## src/rtl/fm_pkg.sv

```systemverilog
// Shared constants and state encoding for the FM operator envelope generator.
package fm_pkg;

  localparam int unsigned ENV_W   = 9;
  localparam int unsigned ATTEN_W = 12;

  localparam logic [ENV_W-1:0]   ENV_MAX   = 9'd511;
  localparam logic [ATTEN_W-1:0] ATTEN_MAX = 12'd4095;

  typedef enum logic [2:0] {
    EG_IDLE    = 3'd0,
    EG_ATTACK  = 3'd1,
    EG_DECAY   = 3'd2,
    EG_SUSTAIN = 3'd3,
    EG_RELEASE = 3'd4
  } eg_state_t;

endpackage

```

## src/rtl/fm_envelope_if.sv

```systemverilog
// Control/result bundle between a voice controller and one envelope generator.
interface fm_envelope_if;
  import fm_pkg::*;

  logic               sample_tick;
  logic               key_on;
  logic [3:0]         attack_rate;
  logic [3:0]         decay_rate;
  logic [3:0]         sustain_level;
  logic [3:0]         release_rate;
  logic               sustain_hold;
  logic [5:0]         total_level;
  logic [ATTEN_W-1:0] atten;
  logic [2:0]         eg_state;
  logic               idle;

  modport master (
    output sample_tick, key_on, attack_rate, decay_rate, sustain_level,
           release_rate, sustain_hold, total_level,
    input  atten, eg_state, idle
  );

  modport slave (
    input  sample_tick, key_on, attack_rate, decay_rate, sustain_level,
           release_rate, sustain_hold, total_level,
    output atten, eg_state, idle
  );
endinterface

```

## src/rtl/fm_eg_rate.sv

```systemverilog
// Rate decoder: step enable from the global rate counter and step size for one rate.
module fm_eg_rate #(
  parameter int unsigned EG_CNT_BITS = 15
) (
  input  logic [3:0]             rate,
  input  logic [EG_CNT_BITS-1:0] eg_cnt,
  output logic                   step_en,
  output logic [2:0]             inc
);

  logic [3:0]             shift;
  logic [EG_CNT_BITS-1:0] mask;

  always_comb begin
    shift   = 4'd15 - rate;
    // Low 'shift' bits set: rate r steps every 2^(15-r) ticks
    mask    = ~({EG_CNT_BITS{1'b1}} << shift);
    step_en = (rate != 4'd0) && ((eg_cnt & mask) == '0);
    if (rate == 4'd15)
      inc = 3'd4;
    else if (rate >= 4'd13)
      inc = 3'd2;
    else
      inc = 3'd1;
  end

endmodule

```

## src/rtl/fm_envelope.sv

```systemverilog
// Per-operator ADSR envelope generator producing 12-bit log attenuation.
module fm_envelope
  import fm_pkg::*;
#(
  parameter int unsigned EG_CNT_BITS = 15
) (
  input logic         clk,
  input logic         reset,
  fm_envelope_if.slave bus
);

  logic [ENV_W-1:0]       env;
  eg_state_t              state;
  logic                   key_prev;
  logic [EG_CNT_BITS-1:0] eg_cnt;

  logic [3:0]       sel_rate;
  logic             step_en;
  logic [2:0]       inc;
  logic [ENV_W:0]   env_up;
  logic [ENV_W-1:0] env_up_sat;
  logic [ENV_W-1:0] atk_dec;
  logic [ENV_W-1:0] env_dn;
  logic [ENV_W-1:0] target;
  logic [ENV_W-1:0] rel_next;
  logic             key_rise;
  logic             key_fall;
  logic [12:0]      atten_sum;

  always_comb begin
    unique case (state)
      EG_ATTACK:             sel_rate = bus.attack_rate;
      EG_DECAY:              sel_rate = bus.decay_rate;
      EG_SUSTAIN, EG_RELEASE: sel_rate = bus.release_rate;
      default:               sel_rate = 4'd0;
    endcase
  end

  fm_eg_rate #(.EG_CNT_BITS(EG_CNT_BITS)) u_rate (
    .rate    (sel_rate),
    .eg_cnt  (eg_cnt),
    .step_en (step_en),
    .inc     (inc)
  );

  always_comb begin
    env_up     = {1'b0, env} + (ENV_W+1)'(inc);
    env_up_sat = env_up[ENV_W] ? ENV_MAX : env_up[ENV_W-1:0];
    atk_dec    = (env >> 3) + 9'd1;
    env_dn     = (env >= atk_dec) ? (env - atk_dec) : '0;
    target     = {bus.sustain_level, 5'b0};
    rel_next   = step_en ? env_up_sat : env;
    key_rise   = bus.key_on && !key_prev;
    key_fall   = !bus.key_on && key_prev;
    atten_sum  = {1'b0, env, 3'b0} + {2'b0, bus.total_level, 5'b0};
  end

  always_ff @(posedge clk or posedge reset) begin
    if (reset) begin
      env      <= ENV_MAX;
      state    <= EG_IDLE;
      key_prev <= 1'b0;
      eg_cnt   <= '0;
    end else if (bus.sample_tick) begin
      eg_cnt   <= eg_cnt + EG_CNT_BITS'(1);
      key_prev <= bus.key_on;
      if (key_rise) begin
        state <= EG_ATTACK;
        if (bus.attack_rate == 4'd15)
          env <= '0;
      end else if (key_fall) begin
        state <= EG_RELEASE;
      end else begin
        unique case (state)
          EG_ATTACK: begin
            if (env == '0)
              state <= EG_DECAY;
            else if (step_en && bus.attack_rate != 4'd15)
              env <= env_dn;
          end
          EG_DECAY: begin
            if (env >= target) begin
              env   <= target;
              state <= EG_SUSTAIN;
            end else if (step_en) begin
              env <= env_up_sat;
            end
          end
          EG_SUSTAIN: begin
            if (!bus.sustain_hold && step_en)
              env <= env_up_sat;
          end
          EG_RELEASE: begin
            env <= rel_next;
            if (rel_next == ENV_MAX)
              state <= EG_IDLE;
          end
          default: ;
        endcase
      end
    end
  end

  always_ff @(posedge clk or posedge reset) begin
    if (reset)
      bus.atten <= ATTEN_MAX;
    else
      bus.atten <= atten_sum[12] ? ATTEN_MAX : atten_sum[ATTEN_W-1:0];
  end

  assign bus.eg_state = state;
  assign bus.idle     = (state == EG_IDLE);

endmodule
```

## src/flat_wrapper.sv

```systemverilog
// flat-port wrapper written by rule: the top's interface ports become plain ports
module fm_envelope_flat import fm_pkg::*;
#(
  parameter int unsigned EG_CNT_BITS = 15
)
  (clk, reset, bus_sample_tick, bus_key_on, bus_attack_rate, bus_decay_rate, bus_sustain_level, bus_release_rate, bus_sustain_hold, bus_total_level, bus_atten, bus_eg_state, bus_idle);
  fm_envelope_if bus_i ();
  input logic clk;
  input logic reset;
  input wire logic [$bits(bus_i.sample_tick)-1:0] bus_sample_tick;
  input wire logic [$bits(bus_i.key_on)-1:0] bus_key_on;
  input wire logic [$bits(bus_i.attack_rate)-1:0] bus_attack_rate;
  input wire logic [$bits(bus_i.decay_rate)-1:0] bus_decay_rate;
  input wire logic [$bits(bus_i.sustain_level)-1:0] bus_sustain_level;
  input wire logic [$bits(bus_i.release_rate)-1:0] bus_release_rate;
  input wire logic [$bits(bus_i.sustain_hold)-1:0] bus_sustain_hold;
  input wire logic [$bits(bus_i.total_level)-1:0] bus_total_level;
  output wire logic [$bits(bus_i.atten)-1:0] bus_atten;
  output wire logic [$bits(bus_i.eg_state)-1:0] bus_eg_state;
  output wire logic [$bits(bus_i.idle)-1:0] bus_idle;
  assign bus_i.sample_tick = bus_sample_tick;
  assign bus_i.key_on = bus_key_on;
  assign bus_i.attack_rate = bus_attack_rate;
  assign bus_i.decay_rate = bus_decay_rate;
  assign bus_i.sustain_level = bus_sustain_level;
  assign bus_i.release_rate = bus_release_rate;
  assign bus_i.sustain_hold = bus_sustain_hold;
  assign bus_i.total_level = bus_total_level;
  assign bus_atten = bus_i.atten;
  assign bus_eg_state = bus_i.eg_state;
  assign bus_idle = bus_i.idle;
  fm_envelope #(.EG_CNT_BITS(EG_CNT_BITS)) u_core (.clk(clk), .reset(reset), .bus(bus_i));
endmodule
```

## config.mk

```make
export PLATFORM = sky130hd
export DESIGN_NAME = fm_envelope_flat
export DESIGN_NICKNAME = d
export VERILOG_FILES = /design/src/rtl/fm_pkg.sv /design/src/rtl/fm_envelope_if.sv /design/src/rtl/fm_eg_rate.sv /design/src/rtl/fm_envelope.sv /design/src/flat_wrapper.sv
export SDC_FILE = /design/constraint.sdc
export NUM_CORES = 1
export LEC_CHECK = 0
export CAP_MARGIN = 0
export CORE_UTILIZATION = 38
export CTS_CLUSTER_SIZE = 14
export DETAILED_ROUTE_END_ITERATION = 12
export SLEW_MARGIN = 0
export SYNTH_ARGS = -nofsm -noshare
export SYNTH_HDL_FRONTEND = slang
export SYNTH_SLANG_ARGS = --single-unit
```

## constraint.sdc

```tcl
create_clock -name clk -period 3.55 [get_ports clk]
set_input_delay 0.71 -clock clk [delete_from_list [all_inputs] [get_ports clk]]
set_output_delay 0.71 -clock clk [all_outputs]
set_load 0.005 [all_outputs]
```

Figure 1. I/O nets highlighted (run 1).
Scale bar: 20 um.
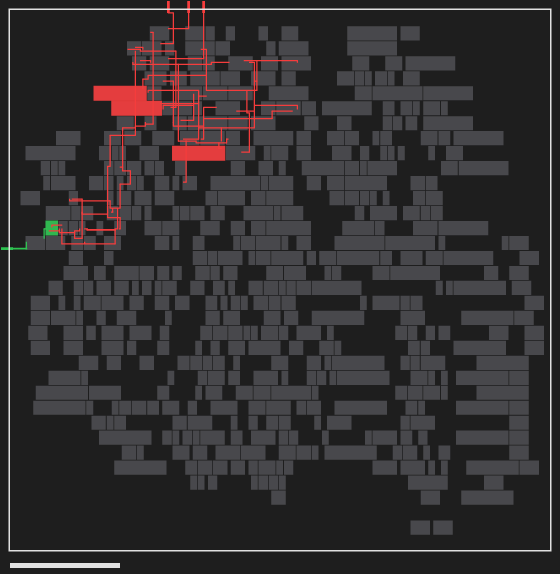
colour	port	bits	direction	edge	end cells	buffers	wire
green	bus_sustain_hold	1	input	west	1	1	5.90 um
red	bus_eg_state	3	output	north	3	9	432 um
count of boundary I/O pins: 43
IO buf count: 42

Figure 2. The clock network (run 1).
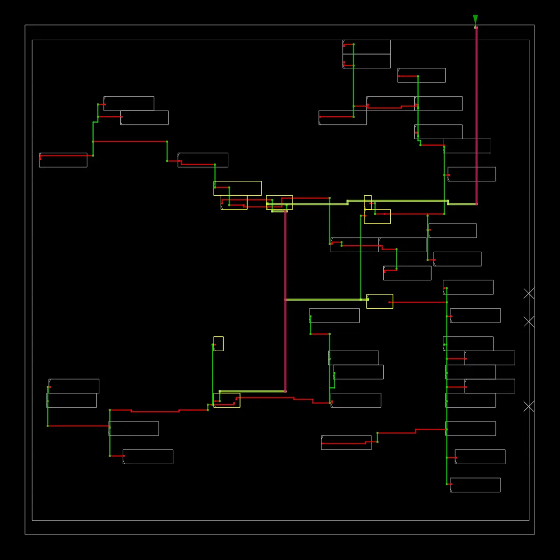
clock latency at the later pin of the worst-skew pair: 0.30 ns
number of clock sinks: 37
clock group total power: 345 uW
num sequential: 37

Figure 3. Zoomed window (run 1).
Scale bar: 10 um. Region (34, 34) to (64, 64) um. Cells in grey, sequential cells in the stronger grey; small squares are vias.
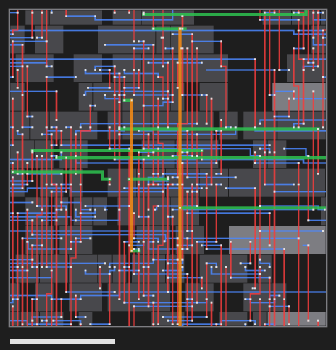
colour	layer
orange	M4
blue	M1
green	M3
red	M2
netlist names of flops here include	u_core.env (2), u_core.eg_cnt (1)
most frequent	buf_4 (14), nand2_1 (11), a21oi_1 (6)
sequential cells in the window	3
cells with their middle in the window	84

==> run 1: cells by family (layout without fill, tap and decap cells) <==
logic type,count (synthesis),count (layout)
fa+ha+maj,27,27
xor+xnor,28,28
mux,11,11
buf+inv,48,126
compound gates,115,115
simple gates,134,134
flops,37,37
==> run 1: through the flow <==
stage,instances,util [%]
2_1_floorplan,400,-
3_3_place_gp,562,47.36
3_5_place_dp,562,47.36
4_1_cts,582,50.10
5_1_grt,586,50.76
6_report,586,50.76
==> run 1: sequential cells by signal (all words and copies together) (netlist names) <==
name / flops
u_core.eg_cnt: 14
u_core.env: 9
u_core.bus.atten: 10
u_core.key_prev: 1
u_core.bus.eg_state: 3
==> impl_metrics.json, run 1 <==
{
  "met2RoutedLength_um": 4090,
  "layout.nets": 531,
  "highest_layer": "met4",
  "slowest_delay_ns": 0.48,
  "cp_cell_sequence": "dlygate4sd2_1, and4bb_2, a211oi_4, buf_4, xor2_1, nand2_1, fa_2, xor2_2, or4_4, a211oi_2, a31oi_1, mux2i_1, nor2_1, or3_1",
  "grt_util_met2_pct": 31.74,
  "critPathArrivalTime_ns": 3.77,
  "timing.critical_path.to_type": "flop",
  "critPathSlowestCell": "sky130_fd_sc_hd__or4_4",
  "basic_gate_share_of_the_synthesized_area_counting_and_or_nand_and_nor_cells_pct": 21.75,
  "netlist_instances": 400,
  "worstRegToRegCells": 14,
  "yosys.cell_count.top_type": "sky130_fd_sc_hd__nand2_1",
  "cts-root-to-sink-buffers": 2,
  "pre_cts_ws_ns": -0.6957,
  "timing.reg2reg.setup_slack_ns": -0.04,
  "comb_power_uw": 2510,
  "synth_xor_xnor_area_share_pct": 6.990,
  "top_cells_by_count": "36 x sky130_fd_sc_hd__nand2_1, 31 x sky130_fd_sc_hd__a21oi_1, 27 x sky130_fd_sc_hd__inv_1, 24 x sky130_fd_sc_hd__ha_1, 23 x sky130_fd_sc_hd__nor2_1",
  "timing.final.ws_setup_ns": -0.04029,
  "grt-ovfl-total": 0,
  "p_sw_share_pct": 44.21,
  "crit_fanout": 2,
  "cts_buffers": 5,
  "starting_utilization_of_the_core_area_pct": 39.65,
  "critical_path_cell_count": 14,
  "nMultiInputCombCells": 315,
  "timing.final.max_slew_violations": 0,
  "warnings": 30,
  "finalSetupViolations": 1,
  "status": "finished with violations",
  "final_layout_top_logic_cell": "sky130_fd_sc_hd__buf_4",
  "yosys_warnings": 0,
  "global_routing_usage_on_met3_pct": 2.434,
  "wire_per_inst_um": 14.82,
  "dominantRegCellSynth": "sky130_fd_sc_hd__dfstp_2",
  "grtUsageMet1_pct": 25.94,
  "clkPwrFrac_pct": 9.2,
  "routed_via_density": 5.543,
  "cts_hold_buffers": 0,
  "critical_path.top_delay_family": "simple AND/OR/NAND/NOR gates",
  "comb_power_share_pct": 67.0,
  "clock_tree_from_tritoncts": "done",
  "violated_checks": "DRC, setup timing",
  "timing.critical_path.from": "bus_decay_rate[0]",
  "async_flop_share_pct": 100.0,
  "worst_pin_slew_ns": 0.7977,
  "post_route_cells_drive_above_1_share_pct": 26.15,
  "largest_class": "combinational gates",
  "final.setup_skew_ns": 0.008920,
  "regArea_um2": 952.2,
  "required_ns": 3.73,
  "min_path_type": "flop to flop",
  "nNonClkBuffers": 91,
  "logic_area_um2": 2427,
  "final.clkbuf_count": 7,
  "comb-cell-share_pct": 54.04,
  "p_seq_share_pct": 23.8,
  "grt_first_pass_wirelength_um": 15010,
  "die_height_um": 98.09,
  "pin_count_of_the_biggest_net_entering_global_routing": 21,
  "vdd_drop_max_mv": 0.5246,
  "post_cts.repair.setup_buffers": 12,
  "grt_setup_unrepaired": "true",
  "critPathKind": "primary input to flop",
  "area.share.sequential_pct": 21.20,
  "synth_chip_area_um2": 3508,
  "drc": 3,
  "diodes": 0,
  "n_tap_cell": 108,
  "mappedNetlistNets": 454,
  "antenna_found_initial": 0
}
==> inputs of run 2 (changes only) <==
CAP_MARGIN = 20   (was 0)
Figure 4. I/O nets highlighted (run 2).
Scale bar: 20 um.
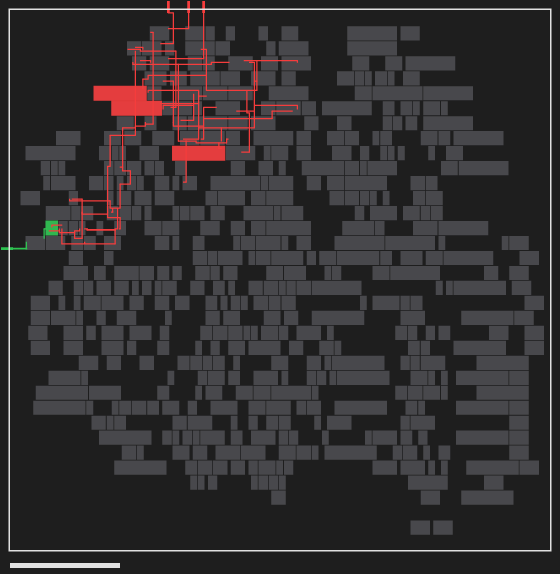
colour	port	bits	direction	edge	end cells	buffers	wire
green	bus_sustain_hold	1	input	west	1	1	5.90 um
red	bus_eg_state	3	output	north	3	9	432 um

==> run 2 against run 1 <==
  * The run still ends with DRC, setup timing left
  * Cell area stayed put
  * First-iteration DRC count stayed put
  * Largest power group unchanged
  * Highest routed layer unchanged
  * Synthesized cell count stayed put
  * Setup slack stayed put
  * Die area stayed put
  * Clock skew stayed put
  * Global-route usage stayed put
  * Via count stayed put
  * Fmax stayed put
  * Power stayed put
==> impl_metrics.json, run 2 <==
{
  "status": "finished with violations",
  "violated_checks": "DRC, setup timing",
  "largest_reg_flops": 14,
  "cts_buffers": 5,
  "vdd_drop_max_mv": 0.5246,
  "grtUsageMet1_pct": 25.94,
  "yosys_warnings": 0,
  "met2RoutedLength_um": 4090,
  "async_flop_share_pct": 100.0,
  "global_routing_usage_on_met3_pct": 2.434,
  "comb_power_uw": 2510,
  "pin_count_of_the_biggest_net_entering_global_routing": 21,
  "grt_util_met2_pct": 31.74,
  "synth_chip_area_um2": 3508,
  "worstRegToRegCells": 14,
  "worst_pin_slew_ns": 0.7977,
  "clkPwrFrac_pct": 9.2,
  "largest_register": "u_core.eg_cnt",
  "p_sw_share_pct": 44.21,
  "timing.final.max_slew_violations": 0,
  "clock_latency_ns": 0.30,
  "clock_power_uw": 345,
  "clock-sinks": 37,
  "yosys.cell_count.top_type": "sky130_fd_sc_hd__nand2_1",
  "grt_setup_unrepaired": "true",
  "drc": 3,
  "timing.final.ws_setup_ns": -0.04029,
  "critPathSlowestCell": "sky130_fd_sc_hd__or4_4",
  "min_path_type": "flop to flop",
  "highest_layer": "met4",
  "timing.critical_path.to_type": "flop",
  "comb_power_share_pct": 67.0,
  "grt_first_pass_wirelength_um": 15010,
  "pre_cts_ws_ns": -0.6957,
  "diodes": 0,
  "finalSetupViolations": 1,
  "io_buffers": 42,
  "post-route-util_pct": 50.76,
  "crit_fanout": 2,
  "cts-root-to-sink-buffers": 2,
  "die_height_um": 98.09,
  "antenna_found_initial": 0,
  "critical_path.top_delay_family": "simple AND/OR/NAND/NOR gates",
  "required_ns": 3.73,
  "netlist_instances": 400,
  "final_layout_top_logic_cell": "sky130_fd_sc_hd__buf_4",
  "starting_utilization_of_the_core_area_pct": 39.65,
  "biggest_registers_after_layout": "u_core.eg_cnt (14), u_core.bus.atten (10), u_core.env (9)",
  "finish.cell_count_without_fillers": 586,
  "post_route_cells_drive_above_1_share_pct": 26.15,
  "mappedNetlistNets": 454,
  "wire_per_inst_um": 14.82,
  "post_cts.repair.setup_buffers": 12
}
## run 2: cell counts in the layout (fill, tap and decap cells not counted)
No cell type changed its count.
## run 2: final cells by class
type | instances | area [um2]
Fill cell | 861 | 4357
Multi-Input combinational cell | 315 | 2427
Sequential cell | 37 | 952.2
Timing Repair Buffer | 91 | 773.2
Tap cell | 108 | 135.1
Inverter | 27 | 101.3
Clock buffer | 7 | 97.59
Clock inverter | 1 | 5.005
## run 2: kinds of logic after synthesis
| logic type | Yosys count | share of synthesized area (%) |
|---|---|---|
| AND-OR/OR-AND | 115 | 23.54 |
| XOR/XNOR | 28 | 6.990 |
| adder cells (fa/ha/maj) | 27 | 10.27 |
| buffers and inverters | 48 | 6.705 |
| flip-flops | 37 | 27.07 |
| multiplexers | 11 | 3.673 |
| AND/OR/NAND/NOR | 134 | 21.75 |
Figure 5. Zoomed window (run 2).
Scale bar: 10 um. Region (34, 34) to (64, 64) um. Cells in grey, sequential cells in the stronger grey; small squares are vias.
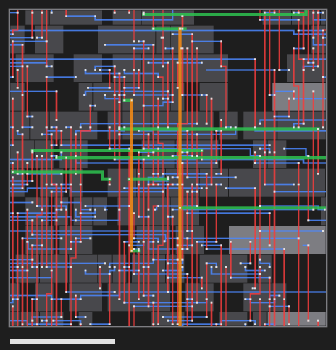

==> inputs of run 3 (changes only) <==
CORE_UTILIZATION = 45   (was 38)
PLACE_DENSITY = 0.69   (was unset)
Figure 6. Zoomed window (run 3).
Scale bar: 10 um. Region (30, 30) to (60, 60) um. Cells in grey, sequential cells in the stronger grey; small squares are vias.
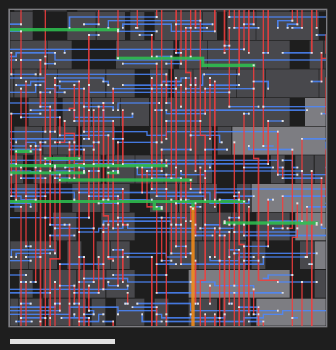
colour	layer
orange	M4
blue	M1
red	M2
green	M3
netlist names of flops here include	u_core.env (3), u_core.eg_cnt (1)
sequential cells in the window	4
most frequent	buf_4 (13), nand2_1 (11)
cells with their middle in the window	83

==> run 3 against run 2 <==
  * The flow finishes with violations (setup timing)
  * First-iteration DRC count decreased by 20%
  * Global-route usage rose by 2.4 points
  * Sequential cell count stayed put
  * Combinational power barely moved
  * Critical path depth grew 2
  * Via count down 1.2%
  * Sequential share of layout area hardly changed
  * Sequential power about the same
  * Area after synthesis is the same
  * Non-clock buffer count increased by 1
  * Critical path type is now flop to flop
  * Critical endpoint unchanged
  * Highest routed layer unchanged
==> impl_metrics.json, run 3 <==
{
  "required_ns": 3.73,
  "violated_checks": "setup timing",
  "final.setup_skew_ns": 0.01026,
  "netlist_instances": 400,
  "min_path_type": "flop to flop",
  "timing.critical_path.to_type": "flop",
  "comb_power_uw": 2530,
  "nNonClkInverters": 27,
  "ys_sh_adder_pct": 10.27,
  "timing.final.max_slew_violations": 0,
  "area_share_nonclk_buffers_pct": 17.88,
  "yosys_warnings": 0,
  "async_flop_share_pct": 100.0,
  "timing.reg2reg.setup_slack_ns": -0.16,
  "clock_tree_area_fraction_pct": 1.894,
  "synth_xor_xnor_area_share_pct": 6.990,
  "post-route-util_pct": 60.63,
  "drc": 0,
  "routed_via_density": 5.554,
  "biggest_registers_after_layout": "u_core.eg_cnt (14), u_core.bus.atten (10), u_core.env (9)",
  "timing.final.ws_setup_ns": -0.1567,
  "mappedNetlistNets": 454,
  "largest_reg_flops": 14,
  "warnings": 30,
  "top_cells_by_count": "36 x sky130_fd_sc_hd__nand2_1, 31 x sky130_fd_sc_hd__a21oi_1, 27 x sky130_fd_sc_hd__inv_1, 24 x sky130_fd_sc_hd__ha_1, 23 x sky130_fd_sc_hd__nor2_1",
  "final_layout_top_logic_cell": "sky130_fd_sc_hd__buf_4",
  "n_fill_cell": 621,
  "nMultiInputCombCells": 315,
  "slowest_delay_ns": 0.52,
  "critPathArrivalTime_ns": 3.88,
  "n_tap_cell": 99,
  "grt_setup_unrepaired": "true",
  "cts_buffers": 5,
  "worstRegToRegCells": 16,
  "finalSetupViolations": 2,
  "p_sw_share_pct": 44.86,
  "clock_power_uw": 303,
  "largest_class": "combinational gates",
  "finish.cell_count_without_fillers": 578,
  "comb_power_share_pct": 67.9,
  "logic_area_um2": 2427,
  "topCombFamilyByArea": "AND-OR/OR-AND gates",
  "dominantRegCellSynth": "sky130_fd_sc_hd__dfstp_2",
  "area.share.sequential_pct": 21.17,
  "status": "finished with violations",
  "placedCellCount": 556,
  "pre_cts_ws_ns": -0.6625,
  "critPathSlowestCell": "sky130_fd_sc_hd__or4_4",
  "crit_fanout": 6,
  "largest_register": "u_core.eg_cnt",
  "clock-sinks": 37,
  "layout.nets": 532,
  "grt_first_pass_wirelength_um": 14420,
  "cts_hold_buffers": 0,
  "cts-root-to-sink-buffers": 2,
  "clock_latency_ns": 0.30,
  "die_height_um": 90.30,
  "regArea_um2": 950.9,
  "grt-ovfl-total": 0,
  "synth_chip_area_um2": 3508,
  "starting_utilization_of_the_core_area_pct": 47.36,
  "compound_area_share_pct": 23.54,
  "basic_gate_share_of_the_synthesized_area_counting_and_or_nand_and_nor_cells_pct": 21.75,
  "pin_count_of_the_biggest_net_entering_global_routing": 21,
  "vdd_drop_max_mv": 0.5853
}
## run 3: metal layers
metal | vias to the layer above | part of all wire [%] | track usage, %
met5 | - | 0 | 0
met4 | 0 | 1.5 | 6.048
met3 | 12 | 3.9 | 3.872
met2 | 78 | 47 | 34.03
met1 | 1513 | 48 | 30.34
li1 | 1607 | - | -
## run 3: repair_timing
| action | 4_1_cts | 5_1_grt |
|---|---|---|
| pin swaps | 15 | 16 |
| setup buffers | 11 | 6 |
| resized | 34 | 11 |
| setup endpoints to repair | 5 | 8 |
## run 3: critical path, delay by kind of cell, from the launching register on
family          cells  cell delay [ns]
compound gates      4             0.62
simple gates        4             1.13
xor+xnor            1             0.16
mux                 1             0.23
flops               1             0.48
fa+ha+maj           2             0.54
buf+inv             4             0.43
Power and IR drop assume default switching activity.
